## config.mk

```make
export PLATFORM = sky130hd
export DESIGN_NAME = trng_word_collector
export DESIGN_NICKNAME = d
export VERILOG_FILES = /design/src/rtl/trng_word_collector.sv
export SDC_FILE = /design/constraint.sdc
export NUM_CORES = 1
export LEC_CHECK = 0
export CELL_PAD_IN_SITES_DETAIL_PLACEMENT = 2
export CELL_PAD_IN_SITES_GLOBAL_PLACEMENT = 2
export CORE_MARGIN = 2
export CORE_UTILIZATION = 25
export DETAILED_ROUTE_END_ITERATION = 12
export PLACE_DENSITY_LB_ADDON = 0.1
export SYNTH_ARGS = -nofsm -noshare
export SYNTH_HDL_FRONTEND = slang
export SYNTH_SLANG_ARGS = --single-unit
export TNS_END_PERCENT = 20
```

## constraint.sdc

```tcl
create_clock -name clk_i -period 4.5 [get_ports clk_i]
set_clock_uncertainty 0.2 [all_clocks]
set_input_delay 0.9 -clock clk_i [delete_from_list [all_inputs] [get_ports clk_i]]
set_output_delay 0.9 -clock clk_i [all_outputs]
set_load 0.05 [all_outputs]
```

## src/rtl/trng_word_collector.sv

```systemverilog
// TRNG word collector: four-phase bit handshake, optional von Neumann debias,
// WIDTH-bit word assembly and a DEPTH-entry show-ahead output FIFO.

// Generic show-ahead FIFO with a combinational head.
// Latency: a push is visible at the head the cycle after it is accepted.
// Backpressure: in_rdy_o is low only when full with no same-cycle pop.
module trng_fifo #(
   parameter int WIDTH = 16,
   parameter int DEPTH = 4
) (
   input  logic                   clk_i,
   input  logic                   rst_ni,
   input  logic                   in_vld_i,
   output logic                   in_rdy_o,
   input  logic [WIDTH-1:0]       in_dat_i,
   output logic                   out_vld_o,
   input  logic                   out_rdy_i,
   output logic [WIDTH-1:0]       out_dat_o,
   output logic [$clog2(DEPTH):0] count_o
);
   localparam int AW = $clog2(DEPTH);
   localparam logic [AW:0] FULL_CNT = DEPTH[AW:0];

   logic [WIDTH-1:0] mem_q [DEPTH];
   logic [AW-1:0]    wr_ptr_q;
   logic [AW-1:0]    rd_ptr_q;
   logic [AW:0]      count_q;
   logic             empty;
   logic             full;
   logic             wr_en;
   logic             rd_en;

   // A pop frees its slot for a push in the same cycle, so a full FIFO can
   // still accept when the consumer is taking the head.
   always_comb begin
      empty    = (count_q == '0);
      full     = (count_q == FULL_CNT);
      rd_en    = out_rdy_i && !empty;
      in_rdy_o = !full || rd_en;
      wr_en    = in_vld_i && in_rdy_o;
   end

   assign out_vld_o = !empty;
   assign out_dat_o = mem_q[rd_ptr_q];
   assign count_o   = count_q;

   // Storage, power-of-two pointers that wrap naturally, and occupancy.
   always_ff @(posedge clk_i or negedge rst_ni) begin
      if (!rst_ni) begin
         for (int i = 0; i < DEPTH; i++) begin
            mem_q[i] <= '0;
         end
         wr_ptr_q <= '0;
         rd_ptr_q <= '0;
         count_q  <= '0;
      end else begin
         if (wr_en) begin
            mem_q[wr_ptr_q] <= in_dat_i;
            wr_ptr_q        <= wr_ptr_q + 1'b1;
         end
         if (rd_en) begin
            rd_ptr_q <= rd_ptr_q + 1'b1;
         end
         if (wr_en && !rd_en) begin
            count_q <= count_q + 1'b1;
         end else if (!wr_en && rd_en) begin
            count_q <= count_q - 1'b1;
         end
      end
   end
endmodule

// Collects TRNG bits via four-phase req/ack into words, pushes them to a FIFO.
// Latency: ack 3 cycles after pin READY edge; word at head 1 cycle after last capture.
// Backpressure: full FIFO parks a finished word in HOLD with the source disabled.
module trng_word_collector #(
   parameter int WIDTH  = 16,
   parameter int DEPTH  = 4,
   parameter int DEBIAS = 1
) (
   input  logic                   clk_i,
   input  logic                   rst_ni,
   input  logic                   start_i,
   input  logic                   stop_i,
   input  logic                   continuous_i,
   output logic                   trng_en_o,
   input  logic                   trng_bit_i,
   input  logic                   trng_ready_i,
   output logic                   trng_ack_o,
   output logic [WIDTH-1:0]       word_o,
   output logic                   word_valid_o,
   input  logic                   word_ready_i,
   output logic [$clog2(DEPTH):0] fifo_count_o,
   output logic                   busy_o
);
   localparam int CW = $clog2(WIDTH);
   localparam logic [CW-1:0] LAST_IDX = CW'(WIDTH - 1);
   localparam logic [$clog2(DEPTH):0] FIFO_FULL = DEPTH[$clog2(DEPTH):0];

   typedef enum logic [1:0] {
      ST_IDLE    = 2'd0,
      ST_COLLECT = 2'd1,
      ST_HOLD    = 2'd2
   } state_t;

   state_t           state_q;
   logic             ready_s1_q;
   logic             ready_s2_q;
   logic             bit_s1_q;
   logic             bit_s2_q;
   logic             ack_q;
   logic             trng_en_q;
   logic             busy_q;
   logic             cont_q;
   logic             pair_vld_q;
   logic             pair_bit_q;
   logic [CW-1:0]    bit_cnt_q;
   logic [WIDTH-1:0] word_q;
   logic [WIDTH-1:0] word_d;

   logic             capture;
   logic             yield_vld;
   logic             yield_bit;
   logic             word_last;
   logic             push_vld;
   logic             fifo_in_rdy;
   logic             fifo_full;
   logic [$clog2(DEPTH):0] fifo_count;

   // Capture, debias and word-assembly decisions, all from synchronised inputs.
   // A pair yields its first bit when the two bits differ (01 -> 0, 10 -> 1).
   always_comb begin
      capture   = (state_q == ST_COLLECT) && ready_s2_q && !ack_q && !stop_i;
      yield_vld = capture;
      yield_bit = bit_s2_q;
      if (DEBIAS != 0) begin
         yield_vld = capture && pair_vld_q && (pair_bit_q != bit_s2_q);
         yield_bit = pair_bit_q;
      end
      word_d = word_q;
      if (yield_vld) begin
         word_d[bit_cnt_q] = yield_bit;
      end
      word_last = yield_vld && (bit_cnt_q == LAST_IDX);
      fifo_full = (fifo_count == FIFO_FULL);
      // A word finishing in COLLECT may use a slot freed by a same-cycle pop;
      // a held word waits until the registered occupancy shows a free slot.
      push_vld  = (word_last && fifo_in_rdy) ||
                  ((state_q == ST_HOLD) && !stop_i && !fifo_full);
   end

   // Synchronisers, four-phase acknowledge, debias pair and the control FSM.
   always_ff @(posedge clk_i or negedge rst_ni) begin
      if (!rst_ni) begin
         state_q    <= ST_IDLE;
         ready_s1_q <= 1'b0;
         ready_s2_q <= 1'b0;
         bit_s1_q   <= 1'b0;
         bit_s2_q   <= 1'b0;
         ack_q      <= 1'b0;
         trng_en_q  <= 1'b0;
         busy_q     <= 1'b0;
         cont_q     <= 1'b0;
         pair_vld_q <= 1'b0;
         pair_bit_q <= 1'b0;
         bit_cnt_q  <= '0;
         word_q     <= '0;
      end else begin
         ready_s1_q <= trng_ready_i;
         ready_s2_q <= ready_s1_q;
         bit_s1_q   <= trng_bit_i;
         bit_s2_q   <= bit_s1_q;

         // ACK returns low independently of state so a STOP never strands
         // the source mid-handshake.
         if (ack_q && !ready_s2_q) begin
            ack_q <= 1'b0;
         end else if (capture) begin
            ack_q <= 1'b1;
         end

         if (capture && (DEBIAS != 0)) begin
            if (!pair_vld_q) begin
               pair_vld_q <= 1'b1;
               pair_bit_q <= bit_s2_q;
            end else begin
               pair_vld_q <= 1'b0;
            end
         end

         if (yield_vld) begin
            word_q    <= word_d;
            bit_cnt_q <= bit_cnt_q + 1'b1;
         end

         case (state_q)
            ST_IDLE: begin
               if (start_i && !stop_i) begin
                  state_q   <= ST_COLLECT;
                  cont_q    <= continuous_i;
                  bit_cnt_q <= '0;
                  trng_en_q <= 1'b1;
                  busy_q    <= 1'b1;
               end
            end
            ST_COLLECT: begin
               if (stop_i) begin
                  state_q    <= ST_IDLE;
                  trng_en_q  <= 1'b0;
                  busy_q     <= 1'b0;
                  pair_vld_q <= 1'b0;
               end else if (word_last) begin
                  bit_cnt_q <= '0;
                  if (!fifo_in_rdy) begin
                     state_q   <= ST_HOLD;
                     trng_en_q <= 1'b0;
                  end else if (!cont_q) begin
                     state_q    <= ST_IDLE;
                     trng_en_q  <= 1'b0;
                     busy_q     <= 1'b0;
                     pair_vld_q <= 1'b0;
                  end
               end
            end
            ST_HOLD: begin
               if (stop_i) begin
                  state_q    <= ST_IDLE;
                  trng_en_q  <= 1'b0;
                  busy_q     <= 1'b0;
                  pair_vld_q <= 1'b0;
               end else if (!fifo_full) begin
                  bit_cnt_q <= '0;
                  if (cont_q) begin
                     state_q   <= ST_COLLECT;
                     trng_en_q <= 1'b1;
                  end else begin
                     state_q    <= ST_IDLE;
                     busy_q     <= 1'b0;
                     pair_vld_q <= 1'b0;
                  end
               end
            end
            default: begin
               state_q    <= ST_IDLE;
               trng_en_q  <= 1'b0;
               busy_q     <= 1'b0;
               pair_vld_q <= 1'b0;
            end
         endcase
      end
   end

   trng_fifo #(
      .WIDTH (WIDTH),
      .DEPTH (DEPTH)
   ) u_fifo (
      .clk_i     (clk_i),
      .rst_ni    (rst_ni),
      .in_vld_i  (push_vld),
      .in_rdy_o  (fifo_in_rdy),
      .in_dat_i  (word_d),
      .out_vld_o (word_valid_o),
      .out_rdy_i (word_ready_i),
      .out_dat_o (word_o),
      .count_o   (fifo_count)
   );

   assign fifo_count_o = fifo_count;
   assign trng_en_o    = trng_en_q;
   assign trng_ack_o   = ack_q;
   assign busy_o       = busy_q;
endmodule
```

### Signal wires on met2

Scale: 2 px per µm.
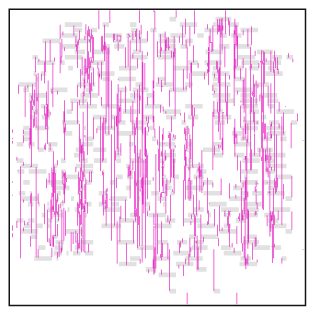
longest straight run = 79.2 µm
nets with wire on the layer = 370
share of all routed wire = 49%
total number of vias: 2848
met2 demand-to-capacity share in global routing: 20.28%
Total Wirelength: 12430 µm

==> README.md <==
| Item | Value | Unit |
| --- | --- | --- |
| Cell Area, Synth | 0.005140 | mm² |
| DRC violation count after routing | 0 | - |
| Logic power comb | 0.300 | mW |
| Critical Path Stages | 14 | - |
| OpenROAD warning count | 36 | - |
| Dominant delay contributor by cell family on the critical path | simple AND/OR/NAND/NOR gates | - |
| Yosys cell count | 332 | - |
| Most used logic cell in the final layout | dfrtp_1 | - |
| Origin of the critical flop-to-flop path | state_q[1] | - |
| Dominant cell by count in the synthesized netlist | dfrtp_1 | - |
| Sw frac | 29.61 | % |
| Total power draw | 2.080 | mW |
| Flip-flop and latch count after synthesis | 103 | - |
| Leak Pwr | 2.713 | nW |
| Required time at the endpoint of the critical path | 4580 | ps |
| Number of flops mapped to enable cells by yosys | 0 | - |
| Summed area of non-filler cells in the final layout | 0.006005 | mm² |
| Most instantiated logic cells after routing | dfrtp_1, mux2_4, mux2_2 | - |
| Worst Reg-to-Reg Cells | 14 | - |
| Worst setup path startpoint | stop_i | - |
| Endpoint type of the worst setup path | flop | - |
| Portion of total power attributed to the clock network | 36.4 | % |
| Worst hold slack across all endpoints | 155.2 | ps |
| First-pass GRT wire length | 20440 | µm |
| PnR worst setup slack | 632.0 | ps |
| Layout cell share with drive strength beyond 1 | 37.77 | % |
| CP Max Fanout | 7 | - |
| Grt peak-use layer | met2 | - |
| Final antenna-violating net count | 0 | - |
| Average instance area after synthesis | 15.48 | µm² |
| Via count normalized by instance count | 4.409 | - |
| Highest clock rate | 258.5 | MHz |
| Fa+ha+maj area frac | 4.041 | % |
| Placeable core region | 0.02023 | mm² |
| Cells traversed along the worst timing path | clkdlybuf4s50_1 > inv_1 > nand2_1 > nor3b_1 > ha_1 > and4_2 > nand3_4 > nand2_1 > ha_1 > inv_1 > fa_1 > xor2_1 > nor2_1 > xor2_1 | - |
| Worst hold-check path type | flop to flop | - |
| Count of synthesis-stage warnings from yosys | 0 | - |
| Power Internal | 1.464 | mW |
| Largest logic family | multiplexers | - |
| Placed cell count | 630 | - |
| Fraction of met3 tracks used by global routing | 2.500 | % |
| Sink Count | 103 | - |
| Crit path kind | input port to flop | - |
| Status | completed | - |
| DR WL met2 | 6105 | µm |
| Main area contributors | dfrtp_1, mux2_4, mux2_2 | - |
| Top metal layer carrying routed signals | met4 | - |
| Count of instances resized after the clock tree is built | 0 | - |
| FP Core Util | 25.40 | % |
| Share of the synthesized area in the top cell type | 50.15 | % |
| Utilization after layout | 29.67 | % |
| Final critical-path required period | 3868 | ps |
| Final count of hold timing violations | 0 | - |
| Cell with the biggest individual delay on the critical path | clkdlybuf4s50_1 | - |
| Count of TritonRoute iterations in the first routing pass | 4 | - |
| Met1 layer wirelength in the final routing | 5900 | µm |
| TritonCTS Buffers | 9 | - |
| Met3 wire length | 256 | µm |
| Synthesis area per yosys | 0.005140 | mm² |
| Final nets | 395 | - |
| Max-cap check violation count | 0 | - |
| Initial antenna violation count | 0 | - |
| Commonest cells in the netlist | dfrtp_1, mux2_4, mux2_2 | - |
| Tally of buffers added on design ports | 30 | - |
| Leading area contributor after synthesis | dfrtp_1 | - |
| Clock-pin transition on the worst setup and hold timing paths | 70 | ps |
| Post-placement setup slack | 249.0 | ps |
| Worst slew margin relative to its limit | 51.13 | % |
| Final count of negative-setup-slack endpoints | 0 | - |
| Slowest Stage Delay on Critical Path | 490 | ps |
| Buffer count from post-CTS setup fixing | 0 | - |
### Metal layers overlaid

Scale: 2 px per µm. Two of the layers only.
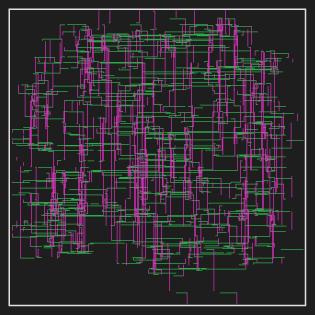
magenta -> M2  # wire length 6110 µm
green -> M1  # wire length 5900 µm
Global Route Usage Sum: 12.45%
WL/cell: 19.24 µm

==> layout make-up <==
cell class              instances  area [µm²]
well taps                     270       337.8
fillers                      2118       14230
clock inverters                 4       30.03
inverters                      13       48.80
flip-flops and latches        103        2577
clock buffers                  12       246.5
multi-input cells             200        2361
repair buffers                 44       402.9
==> registers in the layout, summed over array words and instances, names as in the netlist <==
register / count
bit_s2_q: 1
u_fifo.mem_q: 64
u_fifo.count_o: 3
state_q: 2
u_fifo.rd_ptr_q: 2
cont_q: 1
ready_s2_q: 1
pair_vld_q: 1
pair_bit_q: 1
bit_s1_q: 1
trng_en_o: 1
ready_s1_q: 1
busy_o: 1
u_fifo.wr_ptr_q: 2
trng_ack_o: 1
bit_cnt_q: 4
word_q: 16
No activity file was given, so power comes from the tool's default toggle rates.
